File: src/rtl/cl_acc_pkg.sv
// cl_pkg: shared constants and types for the cl_acc accumulator block.
//   OP_*   : opcode encodings for the bitwise logic slice
//   W_DEF  : default operand/result width
//   ostate_e: output-register state (EMPTY / FULL)
// Optional feature macro used by this block: CL_ACC_FLAGS_EN.
package cl_pkg;
    localparam int W_DEF = 8;

    localparam logic [1:0] OP_AND = 2'b00;
    localparam logic [1:0] OP_OR  = 2'b01;
    localparam logic [1:0] OP_XOR = 2'b10;
    localparam logic [1:0] OP_NOT = 2'b11;

    typedef enum logic {
        ST_EMPTY = 1'b0,
        ST_FULL  = 1'b1
    } ostate_e;
endpackage

File: src/rtl/cl_acc_if.sv
// cl_acc_if: request/response bundle for cl_acc.
//   in_valid/in_ready : input handshake; a, b, s, acc_sel, acc_clr ride with it
//   out_valid/out_ready: output handshake; out carries the registered result
//   cnt               : count of accepted transactions
//   zf, pf            : zero / parity flags, present only with CL_ACC_FLAGS_EN
// Modports: master = producer/consumer side, slave = cl_acc.
interface cl_acc_if
    import cl_pkg::*;
#(
    parameter int W  = W_DEF,
    parameter int CW = 8
);
    logic          in_valid;
    logic          in_ready;
    logic [W-1:0]  a;
    logic [W-1:0]  b;
    logic [1:0]    s;
    logic          acc_sel;
    logic          acc_clr;
    logic          out_valid;
    logic          out_ready;
    logic [W-1:0]  out;
    logic [CW-1:0] cnt;
`ifdef CL_ACC_FLAGS_EN
    logic          zf;
    logic          pf;
`endif

    modport master (
        output in_valid, a, b, s, acc_sel, acc_clr, out_ready,
        input  in_ready, out_valid, out, cnt
`ifdef CL_ACC_FLAGS_EN
        , input zf, pf
`endif
    );

    modport slave (
        input  in_valid, a, b, s, acc_sel, acc_clr, out_ready,
        output in_ready, out_valid, out, cnt
`ifdef CL_ACC_FLAGS_EN
        , output zf, pf
`endif
    );
endinterface

File: src/rtl/cl_acc_n.sv
// cl_n: combinational W-bit bitwise logic slice.
//   A, B   : operands
//   s      : opcode (AND, OR, XOR, NOT A)
//   result : bitwise result
module cl_n
    import cl_pkg::*;
#(
    parameter int W = W_DEF
) (
    input  logic [W-1:0] A,
    input  logic [W-1:0] B,
    input  logic [1:0]   s,
    output logic [W-1:0] result
);
    always_comb begin
        result = '0;
        case (s)
            OP_AND:  result = A & B;
            OP_OR:   result = A | B;
            OP_XOR:  result = A ^ B;
            default: result = ~A;   // OP_NOT
        endcase
    end
endmodule

File: src/rtl/cl_acc.sv
// cl_acc: bitwise logic unit with accumulator and one-deep output register.
//   clk     : single clock, rising edge
//   reset_n : synchronous active-low reset
//   bus     : cl_acc_if.slave (input/output handshakes, operands, result, cnt)
// Optional: define CL_ACC_FLAGS_EN to add registered zf/pf result flags.
module cl_acc
    import cl_pkg::*;
#(
    parameter int W  = W_DEF,
    parameter int CW = 8
) (
    input  logic    clk,
    input  logic    reset_n,
    cl_acc_if.slave bus
);
    ostate_e       state_q, state_d;
    logic [W-1:0]  acc_q, acc_d;
    logic [W-1:0]  out_q, out_d;
    logic [CW-1:0] cnt_q, cnt_d;
    logic [W-1:0]  op_a, res;
    logic          in_ready, accept;

    // Ready while in reset is forced low so nothing is accepted during reset.
    assign in_ready = reset_n && ((state_q == ST_EMPTY) || bus.out_ready);
    assign accept   = bus.in_valid && in_ready;
    assign op_a     = bus.acc_sel ? acc_q : bus.a;

    cl_n #(.W(W)) u_n (
        .A      (op_a),
        .B      (bus.b),
        .s      (bus.s),
        .result (res)
    );

    always_comb begin
        state_d = state_q;
        out_d   = out_q;
        acc_d   = acc_q;
        cnt_d   = cnt_q;
        case (state_q)
            ST_EMPTY: if (accept) state_d = ST_FULL;
            ST_FULL:  if (bus.out_ready && !accept) state_d = ST_EMPTY;
            default:  state_d = ST_EMPTY;
        endcase
        if (accept) begin
            out_d = res;
            acc_d = res;
            cnt_d = cnt_q + 1'b1;
        end
        // Clear wins over the load; the same-cycle op already used the old acc.
        if (bus.acc_clr) acc_d = '0;
    end

    always_ff @(posedge clk) begin
        if (!reset_n) begin
            state_q <= ST_EMPTY;
            acc_q   <= '0;
            out_q   <= '0;
            cnt_q   <= '0;
        end else begin
            state_q <= state_d;
            acc_q   <= acc_d;
            out_q   <= out_d;
            cnt_q   <= cnt_d;
        end
    end

`ifdef CL_ACC_FLAGS_EN
    logic zf_q, pf_q;
    always_ff @(posedge clk) begin
        if (!reset_n) begin
            zf_q <= 1'b0;
            pf_q <= 1'b0;
        end else if (accept) begin
            zf_q <= ~|res;
            pf_q <= ^res;
        end
    end
    assign bus.zf = zf_q;
    assign bus.pf = pf_q;
`endif

    assign bus.in_ready  = in_ready;
    assign bus.out_valid = (state_q == ST_FULL);
    assign bus.out       = out_q;
    assign bus.cnt       = cnt_q;
endmodule

File: src/flat_wrapper.sv
// flat-port wrapper written by rule: the top's interface ports become plain ports
module cl_acc_flat import cl_pkg::*;
#(
    parameter int W  = W_DEF,
    parameter int CW = 8
)
  (clk, reset_n, bus_in_valid, bus_a, bus_b, bus_s, bus_acc_sel, bus_acc_clr, bus_out_ready, bus_in_ready, bus_out_valid, bus_out, bus_cnt);
  cl_acc_if #(.W(W), .CW(CW)) bus_i ();
  input  logic clk;
  input  logic reset_n;
  input wire logic [$bits(bus_i.in_valid)-1:0] bus_in_valid;
  input wire logic [$bits(bus_i.a)-1:0] bus_a;
  input wire logic [$bits(bus_i.b)-1:0] bus_b;
  input wire logic [$bits(bus_i.s)-1:0] bus_s;
  input wire logic [$bits(bus_i.acc_sel)-1:0] bus_acc_sel;
  input wire logic [$bits(bus_i.acc_clr)-1:0] bus_acc_clr;
  input wire logic [$bits(bus_i.out_ready)-1:0] bus_out_ready;
  output wire logic [$bits(bus_i.in_ready)-1:0] bus_in_ready;
  output wire logic [$bits(bus_i.out_valid)-1:0] bus_out_valid;
  output wire logic [$bits(bus_i.out)-1:0] bus_out;
  output wire logic [$bits(bus_i.cnt)-1:0] bus_cnt;
  assign bus_i.in_valid = bus_in_valid;
  assign bus_i.a = bus_a;
  assign bus_i.b = bus_b;
  assign bus_i.s = bus_s;
  assign bus_i.acc_sel = bus_acc_sel;
  assign bus_i.acc_clr = bus_acc_clr;
  assign bus_i.out_ready = bus_out_ready;
  assign bus_in_ready = bus_i.in_ready;
  assign bus_out_valid = bus_i.out_valid;
  assign bus_out = bus_i.out;
  assign bus_cnt = bus_i.cnt;
  cl_acc #(.W(W), .CW(CW)) u_core (.clk(clk), .reset_n(reset_n), .bus(bus_i));
endmodule
File: config.mk
export PLATFORM = sky130hd
export DESIGN_NAME = cl_acc_flat
export DESIGN_NICKNAME = d
export VERILOG_FILES = /design/src/rtl/cl_acc_pkg.sv /design/src/rtl/cl_acc_if.sv /design/src/rtl/cl_acc_n.sv /design/src/rtl/cl_acc.sv /design/src/flat_wrapper.sv
export SDC_FILE = /design/constraint.sdc
export NUM_CORES = 1
export LEC_CHECK = 0
export CAP_MARGIN = 20
export CORE_MARGIN = 2
export CORE_UTILIZATION = 31
export CTS_CLUSTER_DIAMETER = 100
export DETAILED_ROUTE_END_ITERATION = 10
export PLACE_DENSITY = 0.55
export SETUP_SLACK_MARGIN = 0.4
export SLEW_MARGIN = 20
export SYNTH_ARGS = -nofsm -noshare
export SYNTH_HDL_FRONTEND = slang
export SYNTH_SLANG_ARGS = --single-unit
File: constraint.sdc
create_clock -name clk -period 2.4 [get_ports clk]
set_input_delay 0.48 -clock clk [delete_from_list [all_inputs] [get_ports clk]]
set_output_delay 0.48 -clock clk [all_outputs]
set_load 0.02 [all_outputs]
### Congestion heat map, run 1

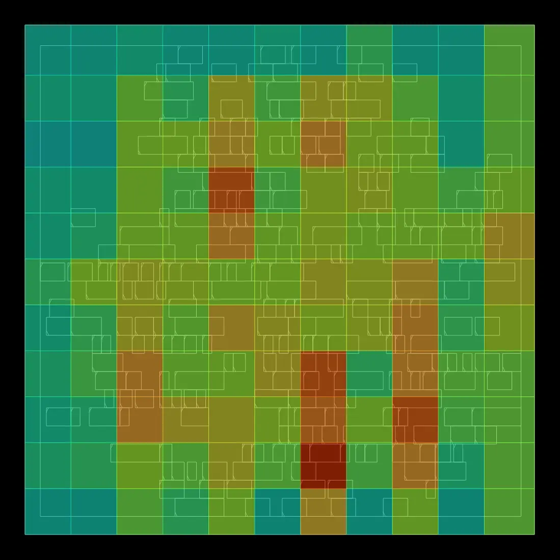
routed length per placed instance: 11.8 um
All-Layer GR Usage: 13.7%
busiest metal layer after global routing: met2

### Signal wires on met1, run 1

(4 px per um)
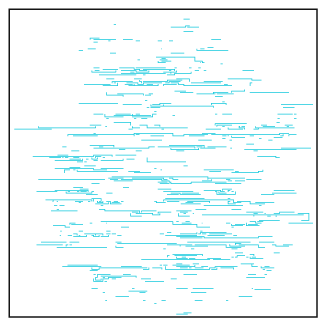
longest straight run: 25.3 um
nets with wire on the layer: 252

### Zoomed window, run 1

Window x 45 to 70, y 45 to 70 um. Cells in grey, sequential cells in the stronger grey; small squares are vias.
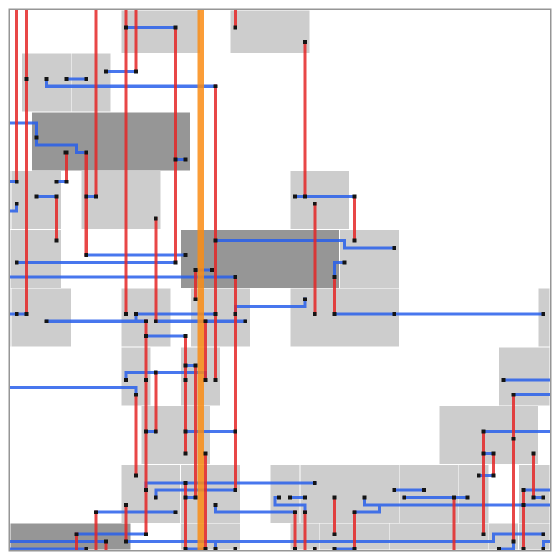
legend:
  orange:
    layer: M4
  red:
    layer: M2
  blue:
    layer: M1
netlist names of flops here include: u_core.bus.cnt (1), u_core.bus.out_valid (1)
most frequent: clkdlybuf4s50_1 (4), buf_4 (4)
sequential cells in the window: 2
cells with their middle in the window: 27

run 1: layout make-up:
type                    count  area (um^2)  area share [%]
clock inverters             1         7.51           0.339
inverters                  17         63.8            2.88
clock buffers               3         41.3            1.86
repair buffers             52          499            22.5
flip-flops and latches     25          500            22.6
well taps                  70         87.6            3.95
multi-input cells         149         1020            45.8
run 1: worst register-to-register path, stage by stage (launching register included):
cell and delay [ns]:
sky130_fd_sc_hd__dfxtp_1 0.38, sky130_fd_sc_hd__mux2i_4 0.09, sky130_fd_sc_hd__ha_1 0.26, sky130_fd_sc_hd__nor2b_2 0.13, sky130_fd_sc_hd__a211oi_2 0.05, sky130_fd_sc_hd__or4_1 0.47, sky130_fd_sc_hd__o21ai_1 0.09
==> results.yml, run 1 <==
# flow metrics
run_status:
  status: "complete, no violations"
cts:
  post_cts.resized_instances: 5
  postCtsHoldBufs: 0
yosys:
  mux_share_pct: 7.44
  simple_gate_share_pct: 26.8
  ys_top_logic_family: "simple AND/OR/NAND/NOR gates"
  synth-async-reset-ratio_pct: 0
  seq_total_area_yosys_pct: 30.7
  post_synth.cell_area_avg_um2: 8.12
  synth_top_cell_by_count: "sky130_fd_sc_hd__nand2_1"
final_timing:
  max_slew.worst_pin.slew_ns: 0.404
  highest_achievable_clock_rate_mhz: 518
  fin_setup_tns_ns: 0
  timing_hold_violations_final: 0
critical_path:
  worstPathBufferInverterCount: 2
  critical_path.endpoint: "bus_in_ready"
  cell_family_contributing_the_most_delay_on_the_critical_path: "buffers and inverters"
power:
  powerSeq_uw: 453
  internal-power_uw: 689
  comb-power_uw: 255
  report.power.total_uw: 976
routing:
  met2_length_mm: 1.75
  met3RoutedLength_um: 151
layout:
  fin_nets: 289
die:
  boundaryPins: 42
### Clock distribution, run 1

(4 px per um)
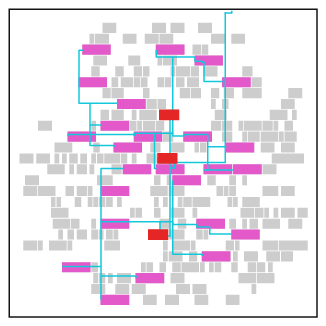

--- run 2 (diff from run 1) ---
- clock period: 2.4 -> 1.83 ns (I/O delays scaled with it)
### Clock distribution, run 2

(4 px per um)
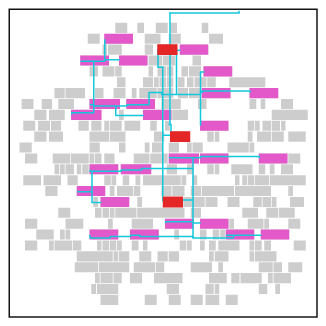
legend:
  red:
    item: clock-net drivers
    count: 3
  magenta:
    item: flip-flops
    count: 25
  cyan:
    item: clock wires
    length: 353 um
routed clock nets: 4

==> results.yml, run 2 <==
# flow metrics
yosys:
  simple_gate_share_pct: 26.8
  synth_top_cell_by_count: "sky130_fd_sc_hd__nand2_1"
  yosys-stat-area_um2: 1630
  synth-cells-yosys: 201
  mux_share_pct: 7.44
  synth-async-reset-ratio_pct: 0
  ys_top_logic_family: "simple AND/OR/NAND/NOR gates"
  seq_total_area_yosys_pct: 30.7
  post_synth.cell_area_avg_um2: 8.12
critical_path:
  worstPathBufferInverterCount: 1
  cell_family_contributing_the_most_delay_on_the_critical_path: "simple AND/OR/NAND/NOR gates"
  timing.critical_path.fanout_max: 3
power:
  powerSeq_uw: 595
  report.power.total_mw: 1.34
  internal-power_uw: 945
  comb-power_uw: 412
  irDropWorstVdd_mv: 0.247
grt:
  grt.busiest_layer: "met2"
  track_usage_pct: 14.6
  grt_start_max_net_pins: 16
  grt_first_pass_wirelength_mm: 6.84
  gr-usage-met1_pct: 20.2
final_timing:
  max_slew.worst_pin.slew_ns: 0.418
  timing_hold_violations_final: 0
  fin_setup_tns_ns: 0
  highest_achievable_clock_rate_mhz: 676
routing:
  met2_length_mm: 1.91
  met3RoutedLength_um: 131
  drt-pass1-iter-count: 4
  drt_first_iter_violations: 56
  route.final.wire_length_mm: 4.20
  route.detailed.wl_per_inst_um: 12.6
place:
  post_dp_cell_area_um2: 2290
die:
  design.die.area_um2: 5860
  boundaryPins: 42
layout:
  fin_nets: 306
  layout.cells.most_common_list: "sky130_fd_sc_hd__nand2_1 (37), sky130_fd_sc_hd__dlygate4sd2_1 (27), sky130_fd_sc_hd__dfxtp_1 (21), sky130_fd_sc_hd__buf_4 (18), sky130_fd_sc_hd__inv_1 (13)"
run_status:
  status: "complete, no violations"
cts:
  post_cts.resized_instances: 81
  postCtsHoldBufs: 0
  htree_num_levels: 1
### Signal wires on met1, run 2

(4 px per um)
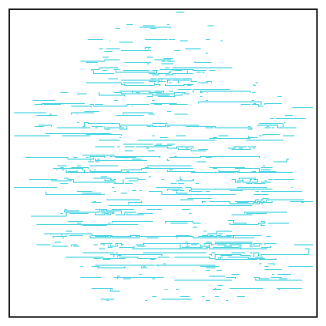
nets with wire on the layer: 262
share of all routed wire: 50%
longest straight run: 35.9 um

run 2: netlist changes by cell type in the layout (fill, tap and decap cells not counted), sizes merged, moves of 2 or more:
cell           change
clkbuf             +3
clkdlybuf4s15      +2
dlymetal6s2s       +3
buf               +18
clkdlybuf4s50     -35
dlygate4sd2       +26
run 2: final timing paths:
| kind | end | slack, ns | cells past startpoint |
|---|---|---|---|
| min | u_core.bus.out[1] | 0.45 | 2 |
| max | bus_in_ready | 0.35 | 3 |
| max reg2reg | u_core.bus.out[7] | 0.39 | 6 |
| min reg2reg | u_core.bus.out[1] | 0.45 | 2 |
run 2: layout make-up:
class / instances / area [um^2]
clock buffers: 4 / 45.0
fillers: 530 / 2580
inverters: 17 / 63.8
multi-input cells: 149 / 1180
flip-flops and latches: 25 / 505
well taps: 70 / 87.6
repair buffers: 69 / 644
### Congestion heat map, run 2

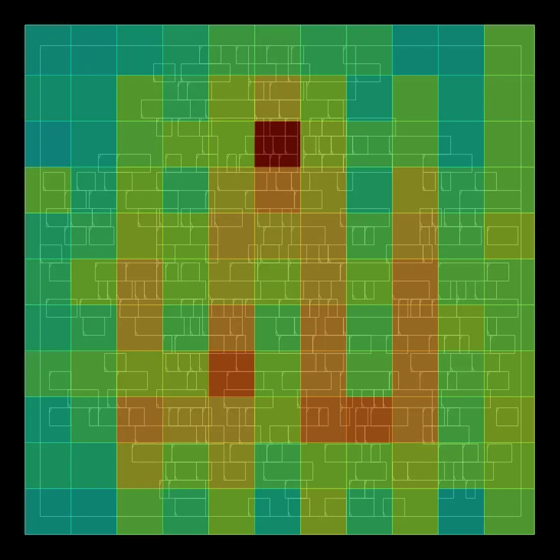

--- run 3 (diff from run 2) ---
- clock period: 1.83 -> 1.5 ns (I/O delays scaled with it)
### Congestion heat map, run 3

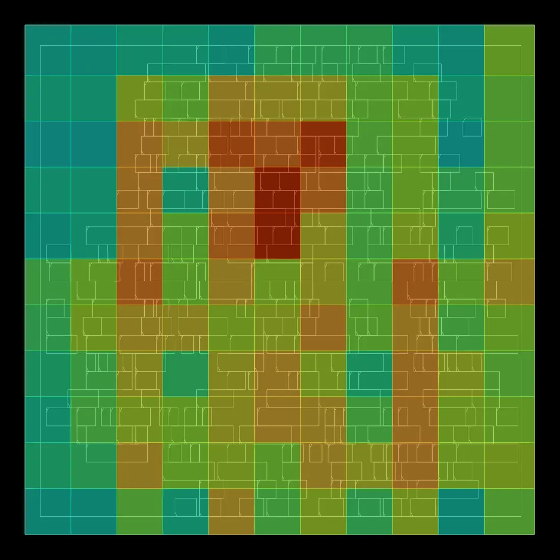
Final Core Density: 55.8%
global-route met3 utilization: 1.66%

==> results.yml, run 3 <==
# flow metrics
run_status:
  status: "finished, violations left"
  violations: "setup timing"
power:
  powerSeq_uw: 725
  report.power.total_mw: 1.72
  irDropWorstVdd_mv: 0.326
yosys:
  synth-cells-yosys: 201
  post_synth.cell_area_avg_um2: 8.12
critical_path:
  setup.reg_to_reg.worst_slack_ns: -0.002
  reg2reg_to: "u_core.bus.out[0]"
  worst_r2r_path_depth: 8
min_path:
  worstHoldPathCells: 2
  min_to: "u_core.acc_q[7]"
layout:
  sequential_cell_area_um2: 538
final_timing:
  fin_setup_tns_ns: -0.00165
  finalWorstSetupSlack_ns: -0.00165
  setup-violations-final: 1
  highest_achievable_clock_rate_mhz: 666
place:
  post_dp_cell_area_um2: 2360
grt:
  grt_start_max_net_pins: 24
  track_usage_pct: 15.9
  gr-usage-met1_pct: 19.8
routing:
  met2_length_mm: 2.29
### Zoomed window, run 3

Window x 45 to 70, y 45 to 70 um. Cells in grey, sequential cells in the stronger grey; small squares are vias.
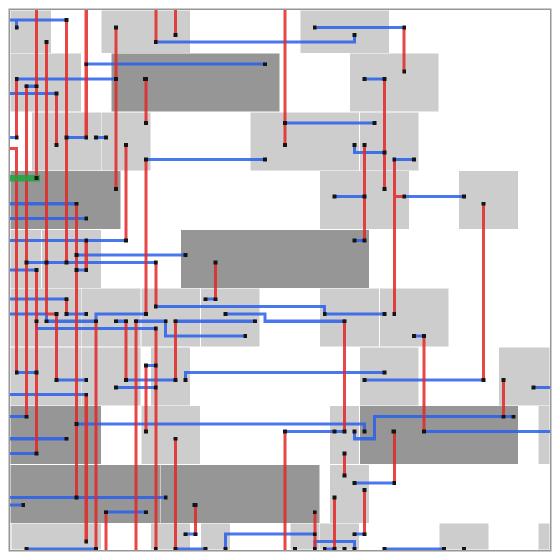
legend:
  green:
    layer: M3
  red:
    layer: M2
  blue:
    layer: M1
cells with their middle in the window: 33
sequential cells in the window: 6
most frequent: buf_4 (9), buf_6 (6)
netlist names of flops here include: u_core.acc_q (2), u_core.bus.cnt (2)

==> run 3: cell counts after synthesis <==
Identical to the previous run, type by type.
==> run 3: worst max-delay path by stage <==
stage | start | endpoint | slack (ns) | depth (start not counted)
floorplan | bus_acc_sel | u_core.bus.out[0] | -0.13 | 7
global placement | bus_acc_sel | u_core.bus.out[0] | -0.67 | 8
detailed placement | bus_acc_sel | u_core.bus.out[7] | -0.69 | 8
CTS | u_core.acc_q[0] | u_core.bus.out[0] | -0.05 | 6
global route | u_core.acc_q[0] | u_core.bus.out[0] | -0.07 | 8
finish | u_core.acc_q[0] | u_core.bus.out[0] | -0.002 | 8
==> run 3: cell type report <==
class,instances,share of cell area [%]
sequential,25,18.9
inverter,17,2.33
tap,70,3.08
clock buffer,4,1.58
timing repair buffer,87,28.4
multi-input combinational,149,45.7
Power figures rest on the tool's default switching activity, not on a simulated workload.
